## src/rtl/apb_reg_pkg.sv

```systemverilog
// apb_reg_pkg: shared widths, the completer state type and a range helper for
// the APB register completer.
//   ADDR_W / DATA_W : APB address and data widths (8 bits each)
//   WAIT_W          : width of the wait-state counter (0..15 wait states)
//   state_t         : IDLE / ACCESS
//   in_range()      : true when an address selects an implemented register
package apb_reg_pkg;

    localparam int ADDR_W = 8;
    localparam int DATA_W = 8;
    localparam int WAIT_W = 4;

    typedef enum logic {
        IDLE   = 1'b0,
        ACCESS = 1'b1
    } state_t;

    function automatic logic in_range(input logic [ADDR_W-1:0] a, input int n);
        return int'(a) < n;
    endfunction

endpackage

```

## src/rtl/apb_reg_bank.sv

```systemverilog
// apb_reg_bank: bank of NUM_REGS 8-bit registers with one synchronous write
// port and one combinational read port. Out-of-range writes are dropped and
// out-of-range reads return 0x00.
//   pclk    : clock
//   prst    : asynchronous active-low reset, clears every register
//   we      : write enable
//   wr_idx  : register index written when we=1
//   wr_data : write data
//   rd_idx  : register index read
//   rd_data : read data (combinational)
module apb_reg_bank
    import apb_reg_pkg::*;
#(
    parameter int NUM_REGS = 16
) (
    input  logic              pclk,
    input  logic              prst,
    input  logic              we,
    input  logic [ADDR_W-1:0] wr_idx,
    input  logic [DATA_W-1:0] wr_data,
    input  logic [ADDR_W-1:0] rd_idx,
    output logic [DATA_W-1:0] rd_data
);

    localparam int IDX_W = (NUM_REGS > 1) ? $clog2(NUM_REGS) : 1;

    logic [DATA_W-1:0] regs [NUM_REGS];

    always_ff @(posedge pclk or negedge prst) begin
        if (!prst) begin
            for (int i = 0; i < NUM_REGS; i++) begin
                regs[i] <= '0;
            end
        end else if (we && in_range(wr_idx, NUM_REGS)) begin
            regs[wr_idx[IDX_W-1:0]] <= wr_data;
        end
    end

    always_comb begin
        rd_data = '0;
        if (in_range(rd_idx, NUM_REGS)) begin
            rd_data = regs[rd_idx[IDX_W-1:0]];
        end
    end

endmodule

```

## src/rtl/apb_reg_completer.sv

```systemverilog
// apb_reg_completer: APB completer in front of an 8-bit register bank.
// Captures address/direction/data on the setup edge, inserts WAIT_CYCLES wait
// states via a registered pready, then commits the write or returns read data.
//   pclk, prst      : clock, asynchronous active-low reset
//   psel, pen       : APB select / enable
//   pwrite          : 1 = write, 0 = read
//   paddr, pwdata   : APB address and write data
//   prdata          : read data, valid while pready=1 on a read
//   pready          : registered, high for exactly one cycle per transfer
//   wr_strobe       : one-cycle pulse after a write commits
//   wr_idx          : index of the register last committed
//   pslverr         : only with APB_REG_SLVERR_EN; error alongside pready
// Optional feature macro: APB_REG_SLVERR_EN. When defined, register
// NUM_REGS-1 is a read-only saturating count of aborted transfers and
// pslverr flags out-of-range accesses and writes to that register.
module apb_reg_completer
    import apb_reg_pkg::*;
#(
    parameter int NUM_REGS    = 16,
    parameter int WAIT_CYCLES = 0
) (
    input  logic              pclk,
    input  logic              prst,
    input  logic              psel,
    input  logic              pen,
    input  logic              pwrite,
    input  logic [ADDR_W-1:0] paddr,
    input  logic [DATA_W-1:0] pwdata,
    output logic [DATA_W-1:0] prdata,
    output logic              pready,
    output logic              wr_strobe,
    output logic [ADDR_W-1:0] wr_idx
`ifdef APB_REG_SLVERR_EN
    ,
    output logic              pslverr
`endif
);

    localparam logic [WAIT_W-1:0] WAIT_LD    = WAIT_W'(WAIT_CYCLES);
    localparam logic [ADDR_W-1:0] STATUS_IDX = ADDR_W'(NUM_REGS - 1);

    state_t            state;
    logic [WAIT_W-1:0] wait_cnt;
    logic [ADDR_W-1:0] cap_addr;
    logic [DATA_W-1:0] cap_wdata;
    logic              cap_write;

    logic              active;
    logic              setup;
    logic              done;
    logic              abort;
    logic              cap_err;
    logic              commit;

    logic              bank_we;
    logic [ADDR_W-1:0] bank_wr_idx;
    logic [DATA_W-1:0] bank_wr_data;
    logic [ADDR_W-1:0] bank_rd_idx;
    logic [DATA_W-1:0] bank_rd_data;

    assign active = psel && pen;
    assign setup  = (state == IDLE) && psel && !pen;
    assign done   = (state == ACCESS) && active && pready;
    assign abort  = (state == ACCESS) && !active;

`ifdef APB_REG_SLVERR_EN
    logic setup_err;

    function automatic logic [DATA_W-1:0] sat_inc(input logic [DATA_W-1:0] v);
        return (v == '1) ? v : v + DATA_W'(1);
    endfunction

    // The status register is read-only from the bus.
    assign setup_err = !in_range(paddr, NUM_REGS) || (pwrite && paddr == STATUS_IDX);
    assign cap_err   = !in_range(cap_addr, NUM_REGS) || (cap_write && cap_addr == STATUS_IDX);

    // An abort reuses the single write port to bump the status counter;
    // it can never coincide with a committing write.
    assign bank_we      = commit || abort;
    assign bank_wr_idx  = abort ? STATUS_IDX : cap_addr;
    assign bank_wr_data = abort ? sat_inc(bank_rd_data) : cap_wdata;
    assign bank_rd_idx  = (state == IDLE) ? paddr : (abort ? STATUS_IDX : cap_addr);
`else
    assign cap_err      = !in_range(cap_addr, NUM_REGS);
    assign bank_we      = commit;
    assign bank_wr_idx  = cap_addr;
    assign bank_wr_data = cap_wdata;
    // In IDLE the live address feeds the zero-wait read on the setup edge.
    assign bank_rd_idx  = (state == IDLE) ? paddr : cap_addr;
`endif

    assign commit = done && cap_write && !cap_err;

    apb_reg_bank #(
        .NUM_REGS (NUM_REGS)
    ) u_bank (
        .pclk    (pclk),
        .prst    (prst),
        .we      (bank_we),
        .wr_idx  (bank_wr_idx),
        .wr_data (bank_wr_data),
        .rd_idx  (bank_rd_idx),
        .rd_data (bank_rd_data)
    );

    always_ff @(posedge pclk or negedge prst) begin
        if (!prst) begin
            state     <= IDLE;
            wait_cnt  <= '0;
            cap_addr  <= '0;
            cap_wdata <= '0;
            cap_write <= 1'b0;
            pready    <= 1'b0;
            prdata    <= '0;
            wr_strobe <= 1'b0;
            wr_idx    <= '0;
`ifdef APB_REG_SLVERR_EN
            pslverr   <= 1'b0;
`endif
        end else begin
            wr_strobe <= 1'b0;
            case (state)
                IDLE: begin
                    if (setup) begin
                        cap_addr  <= paddr;
                        cap_write <= pwrite;
                        cap_wdata <= pwdata;
                        wait_cnt  <= WAIT_LD;
                        state     <= ACCESS;
                        if (WAIT_CYCLES == 0) begin
                            pready <= 1'b1;
                            prdata <= pwrite ? '0 : bank_rd_data;
`ifdef APB_REG_SLVERR_EN
                            pslverr <= setup_err;
`endif
                        end
                    end
                end
                ACCESS: begin
                    if (!active) begin
                        state  <= IDLE;
                        pready <= 1'b0;
                        prdata <= '0;
`ifdef APB_REG_SLVERR_EN
                        pslverr <= 1'b0;
`endif
                    end else if (pready) begin
                        state  <= IDLE;
                        pready <= 1'b0;
                        prdata <= '0;
`ifdef APB_REG_SLVERR_EN
                        pslverr <= 1'b0;
`endif
                        if (commit) begin
                            wr_strobe <= 1'b1;
                            wr_idx    <= cap_addr;
                        end
                    end else begin
                        // Counter holds the wait states still to go; pready is
                        // raised on the edge that consumes the last one.
                        wait_cnt <= wait_cnt - WAIT_W'(1);
                        if (wait_cnt == WAIT_W'(1)) begin
                            pready <= 1'b1;
                            prdata <= cap_write ? '0 : bank_rd_data;
`ifdef APB_REG_SLVERR_EN
                            pslverr <= cap_err;
`endif
                        end
                    end
                end
                default: state <= IDLE;
            endcase
        end
    end

endmodule

```

## config.mk

```make
export PLATFORM = sky130hd
export DESIGN_NAME = apb_reg_completer
export DESIGN_NICKNAME = d
export VERILOG_FILES = /design/src/rtl/apb_reg_pkg.sv /design/src/rtl/apb_reg_bank.sv /design/src/rtl/apb_reg_completer.sv
export SDC_FILE = /design/constraint.sdc
export NUM_CORES = 1
export LEC_CHECK = 0
export ABC_AREA = 1
export CORE_UTILIZATION = 52
export CTS_CLUSTER_DIAMETER = 100
export CTS_CLUSTER_SIZE = 20
export DETAILED_ROUTE_END_ITERATION = 8
export PLACE_DENSITY = 0.71
export SLEW_MARGIN = 15
export SYNTH_ARGS = -nofsm -noshare
export SYNTH_HDL_FRONTEND = slang
export SYNTH_SLANG_ARGS = --single-unit
```

## constraint.sdc

```tcl
create_clock -name pclk -period 3.8 [get_ports pclk]
set_input_delay 1.14 -clock pclk [delete_from_list [all_inputs] [get_ports pclk]]
set_output_delay 1.14 -clock pclk [all_outputs]
set_load 0.1 [all_outputs]
```

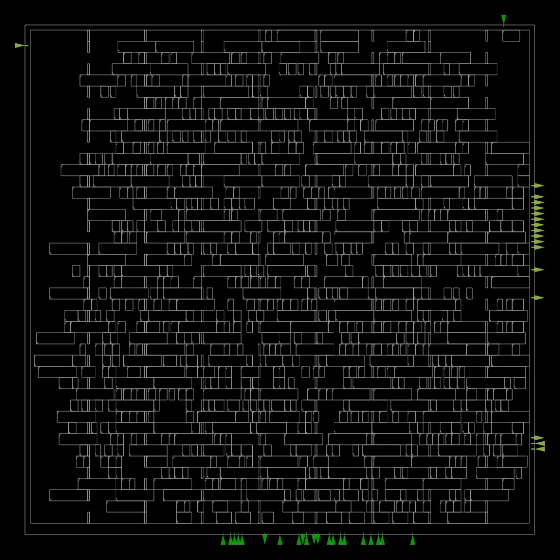
*Cell outlines without signal wires*
final std cells w/o fill: 1124
n_taps: 184
flop share of the area: 48.39%
Core ar.: 14480 um2

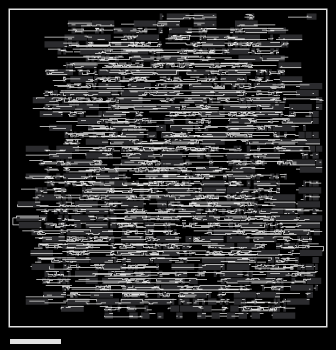
*The metal 1 layer*
The bar under the picture is 20 um long. Cells faint in the background.
The wires run mostly horizontal. The layer holds 44% of the routed length. 886 nets have wire on it.

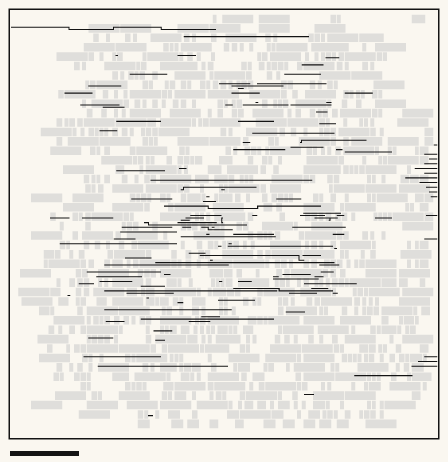
*Met3 routing*
The bar under the picture is 20 um long. Cells faint in the background.
The layer holds 7.1% of the routed length. The longest straight run is 51.5 um.

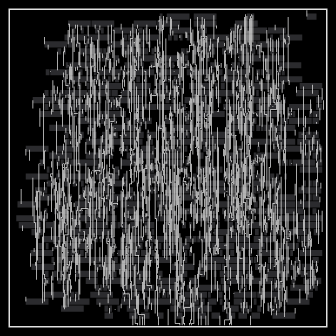
*Metal 2*
Cells faint in the background.
The layer carries 9330 um of wire. The layer holds 47% of the routed length. 735 nets have wire on it. The wires run mostly vertical. The longest straight run is 51.7 um.
Vias: 6409
drt total wl: 19.98 mm
met2 usage: 45.00%

==> results.txt <==
impl run done, here's what came out: Via density=about 5.7, Fillers=about 1300, number of hold buffers added after CTS=0, startpoint types=primary input, Cell Pwr Density=around 500 nW/um2, CP cell instances=clkdlybuf4s50_1 -> inv_1 -> nand2_1 -> nand2_1 -> buf_4 -> nand2_1 -> nand3_1 -> nand3_1 -> nand3_1 -> nand3_1 -> nand2_1, global-route wire length before repair=32.51 mm, post-synth top area cell=dfrtp_1, count of input and output buffers=38, Hold Path Class=reg2reg, Tot GR Track Use=around 29%, Final Hold Vio Count=0, #FFs+latches synth=between 150 and 200, setup repair after global routing missed its margin=no, Nets=approximately 950, Synth logic family=simple AND/OR/NAND/NOR gates, clock root cell=clkbuf_16, CP Data Required Time=around 4200 ps, final clock skew=7.537 ps, CP bufs+invs=3, Initial DRC Count=slightly below 700, slowest stage cell, crit path=clkdlybuf4s50_1, DIE AREA=15290 um2, yosys stat chip area=approximately 7700 um2, H-tree depth=4, die height=between 100 and 150 um, initial antenna violation count=0, post-cts sizing count=0, fa+ha+maj area frac=less than 1%, Floorplan Utilization=a little over half, post-CTS setup buffers=0, Final min period=~2800 ps, Max Slew Vio Count=0, area share, top type=a little over half, final setup fails=0, dpl ws=653.0 ps, post-synthesis cell count=a little over 900, Ports=39, clk sinks=168, FF/Latch Area=around 4200 um2, fin worst setup slack=roughly 1000 ps, Reg clk slew, reported paths=60 ps, Inserted Diodes=0, number of CTS-inserted buffers=17, synthesized area per cell=8.464 um2, fraction of layout instances using a drive strength above 1=10.00%, vias in the first global route=6173, most common logic cells in the final layout=282 x nand2_1, 168 x dfrtp_1, 161 x nand3_1, worst r2r src=state, most frequent logic cell in the layout=nand2_1, crit-path max FO=32, Die Wd=between 100 and 150 um, Placer Congestion=slightly above 0.8, beginning of the critical path=paddr[0], # DRC=0, critical path data arrival time=3120 ps, crit share post-route=just over 70%, total grt overflow=0, Synth Cell Area=just under 8000 um2, synth-to-layout area growth=12.93%, First-pass DRT Iterations=5, area fraction in mux cells=0%, WS Path Type=in2reg, critical hold path startpoint=prdata[1], CTS tree=done, slew margin rel.=a little under half, CP Capture Type=flop, net count entering floorplan=~930, dpl hpwl=~12 mm, max_cap viols=0, clock buffer depth=2, critical path's top delay family=simple AND/OR/NAND/NOR gates, Worst Tran Pin Value=slightly above 800 ps, maximum clock frequency=363.4 MHz, status=finished, final reports clean, static leakage=~4.1 nW, Synth Seq Share=between 50% and 60%, placed cell count=around 1100, Comb area=just over 3000 um2, WL per Instance=between 15 and 20 um
-- synth_stat cells --
| cell type | count |
|---|---|
| a21oi_1 | 4 |
| buf_2 | 14 |
| buf_4 | 3 |
| buf_6 | 11 |
| clkbuf_1 | 25 |
| clkinv_1 | 1 |
| dfrtp_1 | 168 |
| ha_1 | 2 |
| inv_1 | 35 |
| inv_2 | 2 |
| nand2_1 | 283 |
| nand2_2 | 5 |
| nand2_4 | 9 |
| nand3_1 | 161 |
| nor2_1 | 21 |
| nor2_2 | 1 |
| nor2_8 | 2 |
| nor3_1 | 5 |
| nor3_2 | 2 |
| o21a_1 | 1 |
| o21ai_0 | 92 |
| o21ai_1 | 50 |
| o21ai_2 | 10 |
| o22ai_1 | 1 |
| xor2_1 | 1 |
-- layout make-up --
class	count	area share, %
clock buffer	24	5.429
clock inverter	8	1.382
inverter	38	1.642
multi-input combinational	650	35.14
sequential	168	48.39
tap	184	2.650
timing repair buffer	52	5.372
-- registers in the layout, indices dropped and copies added (netlist names) --
name / cells
bank_wr_data: 8
state: 1
pready: 1
wr_idx: 8
cap_write: 1
wait_cnt: 4
u_bank.regs: 128
bank_wr_idx: 8
prdata: 8
wr_strobe: 1
-- report_power, final --
group	internal [W]	total (W)	switching [W]	leakage [nW]
clock	0.00107	0.00176	0.000694	0.284
sequential	0.00186	0.00190	0.0000408	2.29
combinational	0.000158	0.000711	0.000553	1.48
total	0.00308	0.00437	0.00129	4.06
-- per-stage QoR --
| stage | power [W] | area [um2] | util [%] | hold WS [ps] |
|---|---|---|---|---|
| 2_1_floorplan | 0.002376 | 7694 | - | 453.4 |
| 3_3_place_gp | 0.002628 | 8097 | 55.92 | 466.5 |
| 3_5_place_dp | 0.002635 | 8097 | 55.92 | 469.6 |
| 4_1_cts | 0.004373 | 8688 | 60.01 | 484.6 |
| 5_1_grt | 0.004527 | 8688 | 60.01 | 505.1 |
| 6_report | 0.004367 | 8688 | 60.01 | 481.3 |
-- path summary, 6_finish.rpt --
path / cells past startpoint / to
min in group asynchronous: 1 / u_bank.regs[15]
max in group asynchronous: 2 / bank_wr_data[7]
max reg2reg: 9 / u_bank.regs[6]
min: 2 / prdata[1]
min reg2reg: 2 / prdata[1]
max: 11 / prdata[0]
-- per-layer routing --
metal	share of wire [%]	GRT usage (%)	up-vias
li1	-	-	3034
met1	44	38.46	3094
met2	47	45.00	234
met3	7.1	6.136	47
met4	2.4	12.12	0
met5	0	0	-
-- tightest hold or removal path, stage by stage (launching register included) --
cell     delay [ps]
dfrtp_1         340
nand2_1          50
nand2_1          50
-- kinds of logic after synthesis --
group,after synthesis
and+or+nand+nor,489
DFF,168
AOI/OAI and AO/OA,158
buffers and inverters,91
adders and majority gates,2
xor gates and xnor gates,1
Power figures rest on the tool's default switching activity, not on a simulated workload.
